### Routed metal, one color a layer

The bar under the picture is 20 um long.
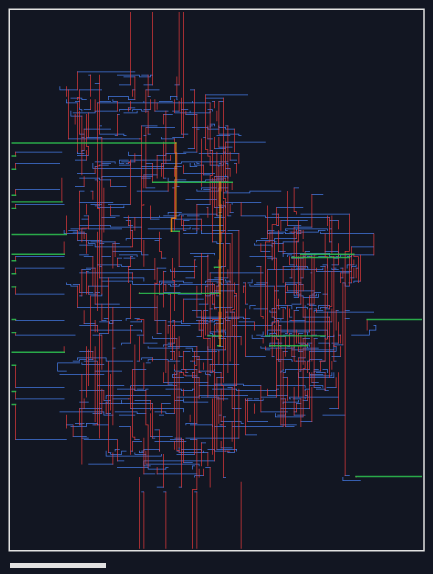
### Supply network

The bar under the picture is 20 um long. Pins as bars on the die edge.
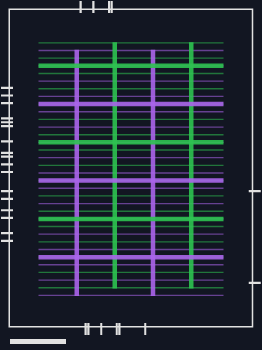
### Clock network drawn from the DEF

The bar under the picture is 20 um long.
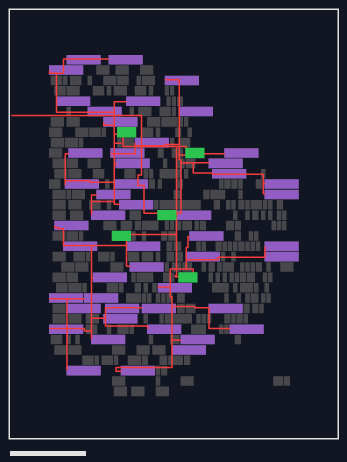
### Cells colored by class

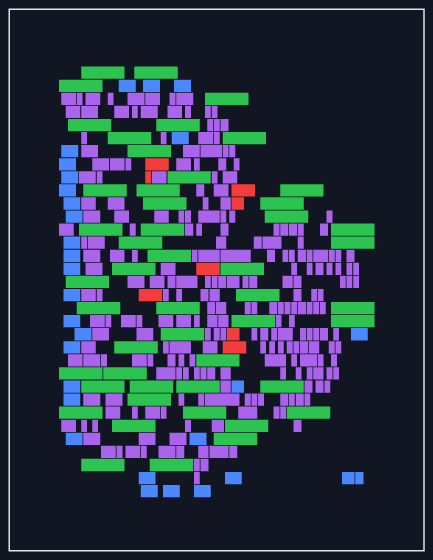
File: config.mk
export PLATFORM = sky130hd
export DESIGN_NAME = led_driver_flat
export DESIGN_NICKNAME = d
export VERILOG_FILES = /design/src/rtl/led_driver_pkg.sv /design/src/rtl/led_driver_if.sv /design/src/rtl/led_bit_timer.sv /design/src/rtl/led_driver.sv /design/src/flat_wrapper.sv
export SDC_FILE = /design/constraint.sdc
export NUM_CORES = 1
export LEC_CHECK = 0
export ABC_AREA = 1
export ABC_CLOCK_PERIOD_IN_PS = 2800
export CAP_MARGIN = 15
export CORE_ASPECT_RATIO = 1.4
export CORE_MARGIN = 10
export CORE_UTILIZATION = 45
export CTS_CLUSTER_SIZE = 20
export DETAILED_ROUTE_END_ITERATION = 12
export GPL_ROUTABILITY_DRIVEN = 0
export GPL_TIMING_DRIVEN = 1
export PLACE_DENSITY = 0.72
export SLEW_MARGIN = 20
export SYNTH_ARGS = -nofsm -noshare
export SYNTH_HDL_FRONTEND = slang
export SYNTH_SLANG_ARGS = --single-unit
File: constraint.sdc
create_clock -name clk -period 2.8 [get_ports clk]
set_clock_uncertainty 0.15 [all_clocks]
set_input_delay 0.42 -clock clk [delete_from_list [all_inputs] [get_ports clk]]
set_output_delay 0.42 -clock clk [all_outputs]
set_load 0.05 [all_outputs]
File: src/rtl/led_driver_pkg.sv
// Shared types and default WS2812 timing for the LED driver (20 MHz clock).
package led_driver_pkg;

  typedef enum logic [1:0] {
    ST_IDLE  = 2'd0,
    ST_SEND  = 2'd1,
    ST_LATCH = 2'd2
  } state_e;

  localparam int PIXEL_BITS = 24;

  // Default bit timing in clk cycles at 20 MHz.
  localparam int DEF_T0H    = 8;
  localparam int DEF_T1H    = 16;
  localparam int DEF_TBIT   = 25;
  localparam int DEF_TLATCH = 1000;

  function automatic int max_int(input int a, input int b);
    return (a > b) ? a : b;
  endfunction

endpackage

File: src/rtl/led_driver_if.sv
// Frame request / serial output bundle of the LED driver.
interface led_driver_if #(
  parameter int NUM_LEDS = 1
);
  logic [NUM_LEDS*24-1:0] inData;
  logic                   start;
  logic                   led;
  logic                   finish;

  modport master (output inData, output start, input led, input finish);
  modport slave  (input inData, input start, output led, output finish);
endinterface

File: src/rtl/led_bit_timer.sv
// Generates one WS2812 bit waveform per go strobe; done marks the last cycle of the bit.
module led_bit_timer #(
  parameter int T0H  = 8,
  parameter int T1H  = 16,
  parameter int TBIT = 25
) (
  input  logic clk,
  input  logic rst_n,
  input  logic go,
  input  logic bit_in,
  output logic led,
  output logic done
);
  localparam int PW = $clog2(TBIT + 1);

  logic [PW-1:0] cnt;
  logic [PW-1:0] cnt_nxt;
  logic [PW-1:0] high;
  logic          busy;
  logic          bitv;
  logic          led_q;

  assign cnt_nxt = cnt + PW'(1);
  assign high    = bitv ? PW'(T1H) : PW'(T0H);
  // cnt is the index of the cycle currently on the line.
  assign done    = busy && (cnt == PW'(TBIT - 1));
  assign led     = led_q;

  always_ff @(posedge clk or negedge rst_n) begin
    if (!rst_n) begin
      busy  <= 1'b0;
      bitv  <= 1'b0;
      cnt   <= '0;
      led_q <= 1'b0;
    end else if (go) begin
      // A go on the done cycle restarts immediately, so bits abut with no gap.
      busy  <= 1'b1;
      bitv  <= bit_in;
      cnt   <= '0;
      led_q <= 1'b1;
    end else if (busy) begin
      if (done) begin
        busy  <= 1'b0;
        cnt   <= '0;
        led_q <= 1'b0;
      end else begin
        cnt   <= cnt_nxt;
        led_q <= (cnt_nxt < high);
      end
    end
  end

endmodule

File: src/rtl/led_driver.sv
// WS2812 frame serialiser: captures NUM_LEDS pixels on start, shifts them out MSB first,
// then holds the line low for the latch gap and pulses finish.
module led_driver
  import led_driver_pkg::*;
#(
  parameter int NUM_LEDS = 1,
  parameter int T0H      = DEF_T0H,
  parameter int T1H      = DEF_T1H,
  parameter int TBIT     = DEF_TBIT,
  parameter int TLATCH   = DEF_TLATCH
) (
  input  logic            clk,
  input  logic            reset,
  led_driver_if.slave     bus
);
  localparam int NBITS = NUM_LEDS * PIXEL_BITS;
  localparam int BW    = $clog2(NBITS + 1);
  localparam int CW    = $clog2(max_int(TBIT, TLATCH) + 1);

  localparam logic [1:0] IDLE  = ST_IDLE;
  localparam logic [1:0] SEND  = ST_SEND;
  localparam logic [1:0] LATCH = ST_LATCH;

  if (NUM_LEDS < 1) begin : g_bad_num_leds
    $error("led_driver: NUM_LEDS must be at least 1");
  end
  if (!(T0H > 0 && T0H < T1H && T1H < TBIT)) begin : g_bad_bit_timing
    $error("led_driver: bit timing must satisfy 0 < T0H < T1H < TBIT");
  end
  if (TLATCH < 1) begin : g_bad_latch
    $error("led_driver: TLATCH must be at least 1");
  end

  logic [1:0]       state;
  logic [NBITS-1:0] sreg;
  logic [BW-1:0]    bit_cnt;
  logic [CW-1:0]    cyc_cnt;
  logic             finish_q;
  logic             go;
  logic             bit_in;
  logic             bit_done;
  logic             led_w;

  // sreg[NBITS-1] is always the bit currently being sent; the next one sits just below it.
  assign bit_in = (state == IDLE) ? bus.inData[NBITS-1] : sreg[NBITS-2];
  assign go     = ((state == IDLE) && bus.start) ||
                  ((state == SEND) && bit_done && (bit_cnt != BW'(NBITS)));

  led_bit_timer #(
    .T0H  (T0H),
    .T1H  (T1H),
    .TBIT (TBIT)
  ) u_bit_timer (
    .clk    (clk),
    .rst_n  (reset),
    .go     (go),
    .bit_in (bit_in),
    .led    (led_w),
    .done   (bit_done)
  );

  // NOTE: sequential state uses non-blocking assignments so every register samples
  // pre-edge values; the shift register is ordinary flops and is cleared with the rest.
  always_ff @(posedge clk or negedge reset) begin
    if (!reset) begin
      state    <= IDLE;
      sreg     <= '0;
      bit_cnt  <= '0;
      cyc_cnt  <= '0;
      finish_q <= 1'b0;
    end else begin
      finish_q <= 1'b0;
      case (state)
        IDLE: begin
          if (bus.start) begin
            sreg    <= bus.inData;
            bit_cnt <= BW'(1);
            state   <= SEND;
          end
        end
        SEND: begin
          if (bit_done) begin
            if (bit_cnt == BW'(NBITS)) begin
              state   <= LATCH;
              cyc_cnt <= '0;
            end else begin
              bit_cnt <= bit_cnt + BW'(1);
              sreg    <= sreg << 1;
            end
          end
        end
        LATCH: begin
          // finish is raised together with the return to IDLE, so a start seen in that
          // same cycle launches the next frame right after the latch gap.
          if (cyc_cnt == CW'(TLATCH - 1)) begin
            state    <= IDLE;
            finish_q <= 1'b1;
          end else begin
            cyc_cnt <= cyc_cnt + CW'(1);
          end
        end
        default: state <= IDLE;
      endcase
    end
  end

  assign bus.led    = led_w;
  assign bus.finish = finish_q;

endmodule

File: src/flat_wrapper.sv
// flat-port wrapper written by rule: the top's interface ports become plain ports
module led_driver_flat import led_driver_pkg::*;
#(
  parameter int NUM_LEDS = 1,
  parameter int T0H      = DEF_T0H,
  parameter int T1H      = DEF_T1H,
  parameter int TBIT     = DEF_TBIT,
  parameter int TLATCH   = DEF_TLATCH
)
  (clk, reset, bus_inData, bus_start, bus_led, bus_finish);
  led_driver_if #(.NUM_LEDS(NUM_LEDS)) bus_i ();
  input  logic clk;
  input  logic reset;
  input wire logic [$bits(bus_i.inData)-1:0] bus_inData;
  input wire logic [$bits(bus_i.start)-1:0] bus_start;
  output wire logic [$bits(bus_i.led)-1:0] bus_led;
  output wire logic [$bits(bus_i.finish)-1:0] bus_finish;
  assign bus_i.inData = bus_inData;
  assign bus_i.start = bus_start;
  assign bus_led = bus_i.led;
  assign bus_finish = bus_i.finish;
  led_driver #(.NUM_LEDS(NUM_LEDS), .T0H(T0H), .T1H(T1H), .TBIT(TBIT), .TLATCH(TLATCH)) u_core (.clk(clk), .reset(reset), .bus(bus_i));
endmodule
==> impl_metrics.env <==
# source this file to load flow results
export IMPL_clkSinkCount=49
export IMPL_path_class="reg2out"
export IMPL_dr_pass1_iters=4
export IMPL_synth_adder_area_share=0.0274
export IMPL_logic_family="simple AND/OR/NAND/NOR gates"
export IMPL_final_layout_top_logic_cells="nand2_1 (76), dfrtp_1 (49), o21ai_2 (28)"
export IMPL_ctsResizeCount=0
export IMPL_p_leak_uw=0.00137
export IMPL_finalCriticalPeriod_ns=2.03
export IMPL_grt_max_degree=61
export IMPL_reg_largest_list="u_core.sreg: 23 flops, u_core.cyc_cnt: 10 flops"
export IMPL_via_per_inst=5.17
export IMPL_root_buffer="clkbuf_8"
export IMPL_die_w_um=86.0
export IMPL_synth_warnings=0
export IMPL_yosysSeqAreaShare=0.447
export IMPL_slowest_delay_ns=0.80
export IMPL_ff_type="dfrtp_1"
export IMPL_drive_above_1_share=0.165
export IMPL_r2r_end="u_core.bit_cnt[4]"
export IMPL_drc=0
export IMPL_power_density_nw_per_um2=378
export IMPL_largest_reg_flops=23
export IMPL_ys_async_sr_fraction=1.00
export IMPL_post_cts_buffers=0
export IMPL_avgSynthCellArea_um2=9.20
export IMPL_clock_path_buffers=2
export IMPL_relSlewSlack=0.582
export IMPL_diodes=0
export IMPL_synth_cell_types=31
export IMPL_ys_cells=298
export IMPL_ios=29
export IMPL_num_vias=2053
export IMPL_hold_class="in2async"
export IMPL_hold_viol=0
export IMPL_endpoint="bus_led"
export IMPL_p_total_uw=1180
export IMPL_die_area_um2=9650
export IMPL_fin_setup_tns_ns=0
export IMPL_status="completed"
export IMPL_cts_made_buffers=5
export IMPL_grt_overflow=0
export IMPL_edf_count=0
export IMPL_antenna_found_initial=0
export IMPL_critPathTopFamily="buffers and inverters"
export IMPL_finalMaxSlewViolations=0
export IMPL_comb_area_um2=1330
export IMPL_dpl_cell_count=389
export IMPL_maxCapViolations=0
export IMPL_aoi_share=0.107
export IMPL_fmax_mhz=492
export IMPL_worst_path_stages=1
export IMPL_worst_slew_pin_slew_ns=0.627
export IMPL_whs_ns=0.0572
export IMPL_synth_area_mux_share=0.0840
export IMPL_cp_arrival_ns=1.46
export IMPL_grt_pass1_vias=2138
export IMPL_cp_end_kind="primary output"
export IMPL_crit_required_ns=2.23
export IMPL_fin_util=0.527
export IMPL_dp_hpwl_um=3690
export IMPL_largest_register="u_core.sreg"
export IMPL_synth_cells=298
export IMPL_nets=359
export IMPL_first_iter_violations=53
export IMPL_syn_to_final_growth_pct=13.6
export IMPL_rows=33
export IMPL_path_cells="clkdlybuf4s50_1"
export IMPL_nFillCells=562
export IMPL_rsz0062_at_grt="false"
export IMPL_reg2reg_setup_slack_ns=0.88
export IMPL_htree_levels=2
export IMPL_ant_nets=0
export IMPL_startpoint="u_core.u_bit_timer.led"
export IMPL_path_max_fanout=2
export IMPL_crit_slowest_cell="clkdlybuf4s50_1"
export IMPL_layout_top_cell="nand2_1"
export IMPL_grt_pass1_wl_um=9090
export IMPL_synth_area_um2=2740
export IMPL_synth_flops=49
export IMPL_clkTransAtPathRegs_ns=0.09
export IMPL_io_buffers=28
export IMPL_ys_area_um2=2740
export IMPL_rr_worst_depth=9
export IMPL_fin_crit_sh=0.726
export IMPL_r2r_start="u_core.bit_cnt[0]"
export IMPL_finalNonFillerCells=397
export IMPL_fp_util=0.464
export IMPL_warning_count=28
export IMPL_seqCellArea_um2=1230
export IMPL_ys_sh_simple=0.243
export IMPL_final_setup_viol_count=0
export IMPL_cts_hold_buf=0
export IMPL_worstPathBufferInverterCount=1
export IMPL_start_kind="register"
export IMPL_cts_tree="done"
export IMPL_xor_share=0.0224
export IMPL_fp_nets=331
About 'Routed metal, one color a layer':
blue -> metal 1  # wire length 2220 um
green -> metal 3  # wire length 193 um
orange -> metal 4  # wire length 53.3 um
red -> metal 2  # wire length 2630 um
wirelength, routed: 5090 um
GRT Util Overall: 0.110
WL per Instance: 12.8 um

About 'Supply network':
purple -> VSS
green -> VDD
rows = 33
met4 straps = 4
met5 straps = 6
IR drop worst, VDD: 0.268 mV
Die Span Y: 112 um
floorplan core area: 5900 um^2

About 'Clock network drawn from the DEF':
green -> clock drivers  # count 5
red -> clock wires  # length 613 um
purple -> flip-flops  # count 49
routed clock nets = 6
clk ins delay skew pair: 0.30 ns
clock power share: 0.356
P_clk: 419 uW

About 'Cells colored by class':
green -> sequential cells  # cells 49
blue -> remaining buffers and delay cells  # cells 30
red -> clock drivers and dummy loads  # cells 8
purple -> combinational and other logic  # cells 240

worst min path at each step:
stage,cells past startpoint,startpoint,slack (ns),to
floorplan,0,reset,-0.03,u_core.bit_cnt[0]
global route,2,reset,0.11,u_core.bus.finish
global placement,2,u_core.sreg[0],0.31,u_core.sreg[0]
CTS,2,reset,0.09,u_core.sreg[4]
detailed placement,2,u_core.sreg[13],0.32,u_core.sreg[13]
finish,2,reset,0.06,u_core.bus.finish
power breakdown:
| part | total (uW) | internal, uW | switching (uW) |
|---|---|---|---|
| Sequential | 707 | 707 | 0 |
| Combinational | 51.2 | 32.3 | 18.9 |
| Clock | 419 | 176 | 243 |
| Total | 1180 | 916 | 262 |
area by class of cell:
class | instances | share of cell area
multi-input cells | 216 | 0.426
flip-flops and latches | 49 | 0.394
repair buffers | 30 | 0.0933
inverters | 24 | 0.0302
well taps | 70 | 0.0281
clock buffers | 6 | 0.0233
clock inverters | 2 | 0.00483
stage by stage:
stage | setup slack, ns | cell area, um^2
after floorplan | 1.23 | 2740
after global placement | 0.867 | 3020
after detailed placement | 0.820 | 3020
after CTS | 0.739 | 3110
after global routing | 0.682 | 3110
final | 0.767 | 3110
cell usage after synthesis, drive strengths merged, types with 2 or more instances:
library cell,n,area share
nand3,26,0.052
nor3,2,0.0055
xor2,6,0.019
ha,6,0.027
nand4,6,0.014
buf,9,0.034
nand2,84,0.13
a21oi,2,0.0037
inv,23,0.032
o21ai,34,0.10
nor2,23,0.032
dfrtp,49,0.45
mux2i,23,0.084
layer usage:
| metal | track usage | share of wire |
|---|---|---|
| met1 | 0.122 | 0.44 |
| met2 | 0.197 | 0.52 |
| met3 | 0.0260 | 0.038 |
| met4 | 0.0396 | 0.010 |
| met5 | 0 | 0 |
Power figures rest on the tool's default switching activity, not on a simulated workload.
